Figure 1. Sequential cells grouped by signal name.
Scale bar: 20 um.
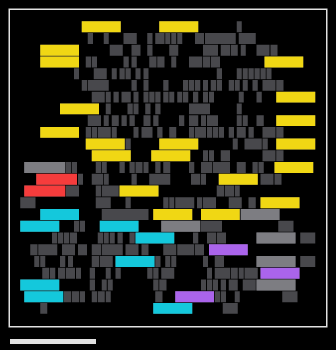
Figure 2. Pin placement.
Scale bar: 20 um. Pins as bars across the die edge, other pins in gray.
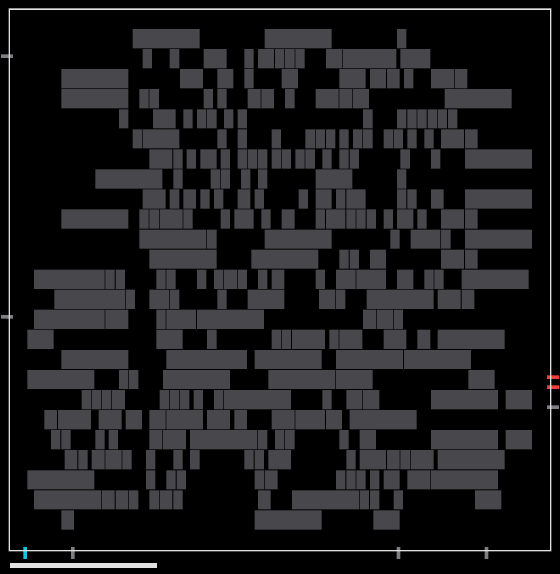
Figure 3. Clock wiring as the flow saved it.
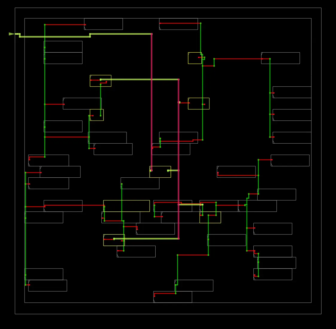
Figure 4. Signal metal coverage by tile.
Scale bar: 20 um. 15 x 15 tiles, from dark blue (low) to red (high), scaled to the fullest tile. Values are wire area over tile area, all layers added.
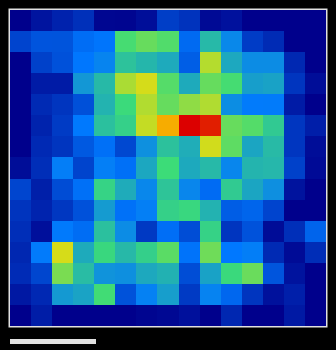
<file path="config.mk">
export PLATFORM = sky130hd
export DESIGN_NAME = game_ctrl_fsm
export DESIGN_NICKNAME = d
export VERILOG_FILES = /design/src/rtl/game_pkg.sv /design/src/rtl/key_debounce.sv /design/src/rtl/game_ctrl_fsm.sv
export SDC_FILE = /design/constraint.sdc
export NUM_CORES = 1
export LEC_CHECK = 0
export ABC_AREA = 1
export CAP_MARGIN = 15
export CORE_MARGIN = 2
export CORE_UTILIZATION = 45
export DETAILED_ROUTE_END_ITERATION = 16
export SYNTH_ARGS = -nofsm -noshare
export SYNTH_HDL_FRONTEND = slang
export SYNTH_SLANG_ARGS = --single-unit
export TNS_END_PERCENT = 30
</file>
<file path="constraint.sdc">
create_clock -name clk -period 4.3 [get_ports clk]
set_input_delay 0.86 -clock clk [delete_from_list [all_inputs] [get_ports clk]]
set_output_delay 0.86 -clock clk [all_outputs]
set_load 0.005 [all_outputs]
</file>
<file path="src/rtl/game_pkg.sv">
// Shared definitions for the game sequencer and the score block.
//   - st command encodings (the score block compares against these)
//   - FSM state encoding
//   - st_of(): maps a state to the st command it drives
// Build option: GAME_PAUSE_EN adds the PAUSE state to the encoding.
package game_pkg;

    localparam logic [1:0] ST_HOLD = 2'd0;
    localparam logic [1:0] ST_RUN  = 2'd1;
    localparam logic [1:0] ST_CLR  = 2'd2;

`ifdef GAME_PAUSE_EN
    typedef enum logic [2:0] {
        IDLE  = 3'd0,
        CLEAR = 3'd1,
        RUN   = 3'd2,
        PAUSE = 3'd3,
        OVER  = 3'd4
    } game_state_e;
`else
    typedef enum logic [2:0] {
        IDLE  = 3'd0,
        CLEAR = 3'd1,
        RUN   = 3'd2,
        OVER  = 3'd4
    } game_state_e;
`endif

    function automatic logic [1:0] st_of(input game_state_e s);
        logic [1:0] r;
        r = ST_HOLD;
        case (s)
            CLEAR:   r = ST_CLR;
            RUN:     r = ST_RUN;
            default: r = ST_HOLD;
        endcase
        return r;
    endfunction

endpackage

</file>
<file path="src/rtl/key_debounce.sv">
// Push-button debouncer for one active-low key.
// Ports:
//   clk    in  system clock
//   rst_n  in  asynchronous active-low reset
//   key_n  in  raw key, active-low, asynchronous to clk
//   level  out debounced key level (1 = released)
//   press  out one-cycle pulse on the debounced 1->0 transition
// The raw key is synchronised through two flops; a new level is accepted
// only after DEB_CYCLES consecutive samples disagree with the current level.
module key_debounce
    import game_pkg::*;
#(
    parameter int DEB_CYCLES = 1_000_000
) (
    input  logic clk,
    input  logic rst_n,
    input  logic key_n,
    output logic level,
    output logic press
);

    localparam int CW = (DEB_CYCLES > 1) ? $clog2(DEB_CYCLES) : 1;
    localparam logic [CW-1:0] CNT_LAST = CW'(DEB_CYCLES - 1);
    localparam logic [CW-1:0] CNT_MAX  = '1;

    logic [1:0]    sync_q;
    logic          sample;
    logic [CW-1:0] cnt_q, cnt_d;
    logic          level_q, level_d;
    logic          press_q, press_d;

    assign sample = sync_q[1];

    always_comb begin
        cnt_d   = cnt_q;
        level_d = level_q;
        press_d = 1'b0;
        if (sample == level_q) begin
            cnt_d = '0;
        end else if (cnt_q >= CNT_LAST) begin
            level_d = sample;
            cnt_d   = '0;
            press_d = ~sample;
        end else if (cnt_q != CNT_MAX) begin
            // saturating guard: the counter must never wrap back to zero
            cnt_d = cnt_q + 1'b1;
        end
    end

    always_ff @(posedge clk or negedge rst_n) begin
        if (!rst_n) begin
            sync_q  <= 2'b11;
            cnt_q   <= '0;
            level_q <= 1'b1;
            press_q <= 1'b0;
        end else begin
            sync_q  <= {sync_q[0], key_n};
            cnt_q   <= cnt_d;
            level_q <= level_d;
            press_q <= press_d;
        end
    end

    assign level = level_q;
    assign press = press_q;

endmodule

</file>
<file path="src/rtl/game_ctrl_fsm.sv">
// Game sequencer: debounces the player keys, tracks the game lifecycle and
// drives the st command for the score/timer display block.
// Ports:
//   clk          in  system clock
//   rst_n        in  asynchronous active-low reset
//   key_start_n  in  raw start/restart key, active-low, async
//   key_pause_n  in  raw pause key, active-low, async (used only with GAME_PAUSE_EN)
//   hit          in  collision flag, synchronous, active-high
//   st           out score command: 0 hold, 1 run, 2 clear
//   game_over    out high while in OVER
//   led_run      out high while in RUN
// Build option: GAME_PAUSE_EN adds the pause debouncer and the PAUSE state.
//
// state | meaning
// ------+-------------------------------------------------------------
// IDLE  | after reset, waiting for start; st=hold
// CLEAR | score block being cleared for CLR_CYCLES cycles; st=clear
// RUN   | game running; st=run, led_run=1
// PAUSE | game frozen by the pause key; st=hold (GAME_PAUSE_EN only)
// OVER  | collision seen; st=hold, game_over=1
module game_ctrl_fsm
    import game_pkg::*;
#(
    parameter int DEB_CYCLES = 1_000_000,
    parameter int CLR_CYCLES = 4
) (
    input  logic       clk,
    input  logic       rst_n,
    input  logic       key_start_n,
    input  logic       key_pause_n,
    input  logic       hit,
    output logic [1:0] st,
    output logic       game_over,
    output logic       led_run
);

    localparam logic [7:0] CLR_LOAD = 8'(CLR_CYCLES - 1);

    logic        start_press;
    logic        start_lvl_unused;
    logic        pause_press;

    game_state_e state_q, state_d;
    logic [7:0]  clr_cnt_q, clr_cnt_d;
    logic [1:0]  st_q;
    logic        over_q;
    logic        run_q;

    key_debounce #(.DEB_CYCLES(DEB_CYCLES)) u_deb_start (
        .clk   (clk),
        .rst_n (rst_n),
        .key_n (key_start_n),
        .level (start_lvl_unused),
        .press (start_press)
    );

`ifdef GAME_PAUSE_EN
    logic pause_lvl_unused;

    key_debounce #(.DEB_CYCLES(DEB_CYCLES)) u_deb_pause (
        .clk   (clk),
        .rst_n (rst_n),
        .key_n (key_pause_n),
        .level (pause_lvl_unused),
        .press (pause_press)
    );
`else
    logic pause_key_unused;

    // pause key has no function in this build
    assign pause_key_unused = key_pause_n;
    assign pause_press      = 1'b0;
`endif

    // Priority inside each state: hit > start > pause.
    always_comb begin
        state_d   = state_q;
        clr_cnt_d = clr_cnt_q;
        case (state_q)
            IDLE: begin
                if (start_press) state_d = CLEAR;
            end
            CLEAR: begin
                // start presses are deliberately ignored while clearing
                if (clr_cnt_q == 8'd0) state_d = RUN;
                else                   clr_cnt_d = clr_cnt_q - 8'd1;
            end
            RUN: begin
                if (hit)              state_d = OVER;
                else if (start_press) state_d = CLEAR;
`ifdef GAME_PAUSE_EN
                else if (pause_press) state_d = PAUSE;
`endif
            end
`ifdef GAME_PAUSE_EN
            PAUSE: begin
                if (start_press)      state_d = CLEAR;
                else if (pause_press) state_d = RUN;
            end
`endif
            OVER: begin
                if (start_press) state_d = CLEAR;
            end
            default: state_d = IDLE;
        endcase
        // load on every entry so st=clear lasts exactly CLR_CYCLES cycles
        if (state_d == CLEAR && state_q != CLEAR) clr_cnt_d = CLR_LOAD;
    end

    // Outputs are registered from the next state so they change on the
    // same edge as the state itself.
    always_ff @(posedge clk or negedge rst_n) begin
        if (!rst_n) begin
            state_q   <= IDLE;
            clr_cnt_q <= 8'd0;
            st_q      <= ST_HOLD;
            over_q    <= 1'b0;
            run_q     <= 1'b0;
        end else begin
            state_q   <= state_d;
            clr_cnt_q <= clr_cnt_d;
            st_q      <= st_of(state_d);
            over_q    <= (state_d == OVER);
            run_q     <= (state_d == RUN);
        end
    end

    assign st        = st_q;
    assign game_over = over_q;
    assign led_run   = run_q;

endmodule

</file>
==> qor.yml <==
clock_network:
  clockBufferDepth: 2
  htree_levels: 2
  root_buffer: "clkbuf_8"
  clk_pin_slew_ps: 80
  worstSkewPairLatency_ps: 300
  post-cts-setup-buffer-count: 0
finish:
  syn2layout_area_growth_pct: 11.7
  diodes: 0
  final_layout_top_logic_cells: "nand2_1, nor2_1, dfrtp_1"
  finalNetCount: 295
  mi_logic_area_sq_um: 1070
  fin_cells: 343
  layout-drive-gt1-share: 0.131
  n_fill_cell: 461
power_and_ir_drop:
  p_sw_frac: 0.222
  p_leak_nw: 1.09
  p_int_w: 0.000552
  clockPowerShare: 0.445
  switchingPower_w: 0.000158
  power.density_nw_per_um2: 295
  combinationalPowerShare: 0.028
worst_setup_path:
  worstPathArrival_ps: 2210
  cp-start-kind: "input port"
  worst_setup_path_end_kind: "register"
global_route:
  track_usage: 0.181
  antenna_found_initial: 0
  grt_pass1_vias: 1563
  grt-ovfl-total: 0
  grt_max_degree: 40
  grt_pass1_wl_um: 7310
status:
  outcome: "finished clean"
timing:
  hold_viol_final: 0
  finalClockPeriodUsage: 0.470
  clock.fmax_ghz: 0.495
  slew_headroom: 0.435
  setup_tns_ps: 0
  setup_viol: 0
  worst_slew_pin_slew_ps: 847
synthesis:
  avgSynthCellArea_sq_um: 7.87
  synthesis.area_sq_um: 2160
  fp_nets: 281
  async_reset_ff_frac: 1.00
  ys_warn_count: 0
  synth_top_area_share: 0.418
  synthCells: 274
  synth_seq_share: 0.454
  area_leaders: "dfrtp_1, nand2_1, nor2_1"
floorplanning:
  die_area_sq_um: 5360
  coreArea_sq_um: 4660
  num_io_pins: 9
  rows: 25
detailed_routing:
  drt-wirelength-per-cell_um: 12.5
  wl_um: 4270
  drt-initial-drc-count: 97
  viasPerCell: 5.03
  via_count: 1725
  first_pass_iters: 4
hold_path:
  hold_class: "register to register"
job:
  drv_cap: 0
  tool_warnings: 27
-- Figure 1 (at the start) --
Key: purple = state_q [flops 3]; yellow = u_deb_start.cnt_q [flops 20]; cyan = clr_cnt_q [flops 8]; red = u_deb_start.sync_q [flops 2]
Another 6 sequential cells are not colored.
P_seq: 0.000374 W
register area: 980 sq um
Final Core Density: 0.517

-- Figure 2 (at the start) --
Key: red = st [pins 2, direction output, edge right]; cyan = key_pause_n [pins 1, direction input, edge bottom]
All pins by edge: 4 bottom, 3 right, 2 left.
Die Wd: 73.2 um
IO buf count: 7
die height: 73.2 um

-- Figure 3 (at the start) --
Clock Skews: 9.81 ps
CTS sink cnt: 39
CTS buffer count: 5

-- Figure 4 (at the start) --
The emptiest ninth of the die: bottom right. The fullest tile reaches 0.52. The densest ninth of the die: middle. 14% of the tiles are nearly empty. 12% of the tiles are over half the peak.

-- cells in the mapped netlist (2+ instances only) --
| cell | n |
|---|---|
| a21oi_1 | 3 |
| dfrtp_1 | 36 |
| dfstp_2 | 3 |
| ha_1 | 2 |
| inv_1 | 23 |
| inv_2 | 3 |
| nand2_1 | 77 |
| nand2_2 | 5 |
| nand2_4 | 2 |
| nand3_1 | 13 |
| nand4_1 | 7 |
| nor2_1 | 46 |
| nor2_2 | 5 |
| nor2_4 | 3 |
| nor3_1 | 9 |
| nor3_2 | 2 |
| o21ai_0 | 2 |
| o21ai_1 | 2 |
| o21bai_1 | 2 |
| o22ai_1 | 3 |
| o32ai_1 | 2 |
| xnor2_1 | 4 |
| xor2_1 | 12 |
-- cell type report --
cell class | instances | share of cell area
Inverter | 26 | 0.0405
Clock inverter | 3 | 0.0197
Multi-Input combinational cell | 208 | 0.446
Tap cell | 54 | 0.0281
Timing Repair Buffer | 8 | 0.0301
Sequential cell | 39 | 0.407
Clock buffer | 5 | 0.0286
-- worst max-delay path: stages --
cell and delay (ps):
clkdlybuf4s50_1 390, inv_1 80, nand4_1 170, nand2_1 100, nand2_1 210, nand2_4 210, inv_2 60, nand2_1 60
nand2_1 50
-- cells by family after synthesis --
kind of cell,count (synthesis),synth area share
XOR/XNOR,16,0.0650
adder cells (fa/ha/maj),2,0.0116
buffers and inverters,27,0.0476
AND/OR/NAND/NOR,173,0.370
AND-OR/OR-AND,17,0.0516
flip-flops,39,0.454
-- registers in the layout, summed over array words and instances, names as in the netlist --
| name | flops |
|---|---|
| u_deb_start.level | 1 |
| state_q | 3 |
| game_over | 1 |
| clr_cnt_q | 8 |
| led_run | 1 |
| u_deb_start.cnt_q | 20 |
| u_deb_start.sync_q | 2 |
| u_deb_start.press | 1 |
| st | 2 |
-- final timing paths --
kind                                             from                    end  slack (ps)  cells after the start
max in group asynchronous                       rst_n   u_deb_start.cnt_q[0]        3100                      1
min in group asynchronous                       rst_n      u_deb_start.press         670                      1
worst min-delay path            u_deb_start.sync_q[0]  u_deb_start.sync_q[1]         360                      0
worst max-delay path                              hit           clr_cnt_q[5]        2280                      9
worst max register to register   u_deb_start.cnt_q[0]  u_deb_start.cnt_q[16]        2620                      8
worst min register to register  u_deb_start.sync_q[0]  u_deb_start.sync_q[1]         360                      0
-- metal layers --
| layer | global-route usage | share of wire |
|---|---|---|
| met1 | 0.271 | 0.52 |
| met2 | 0.244 | 0.42 |
| met3 | 0.0470 | 0.040 |
| met4 | 0.0802 | 0.021 |
| met5 | 0 | 0 |
-- through the flow --
stage	hold slack (ps)	area (sq um)	total power, W
floorplan	345	2160	0.000389
global placement	346	2290	0.000402
detailed placement	350	2290	0.000402
CTS	362	2410	0.000722
finish	359	2410	0.000710
global route	363	2410	0.000740
-- power groups by stage --
stage / sequential, W / clock (W) / combinational, W
after floorplan: 0.000380 / 0 / 0.00000911
after global placement: 0.000381 / 0 / 0.0000210
after detailed placement: 0.000381 / 0 / 0.0000211
after CTS: 0.000374 / 0.000327 / 0.0000212
after global routing: 0.000375 / 0.000342 / 0.0000237
final: 0.000374 / 0.000316 / 0.0000202
Power is estimated from default activity; no workload was simulated.
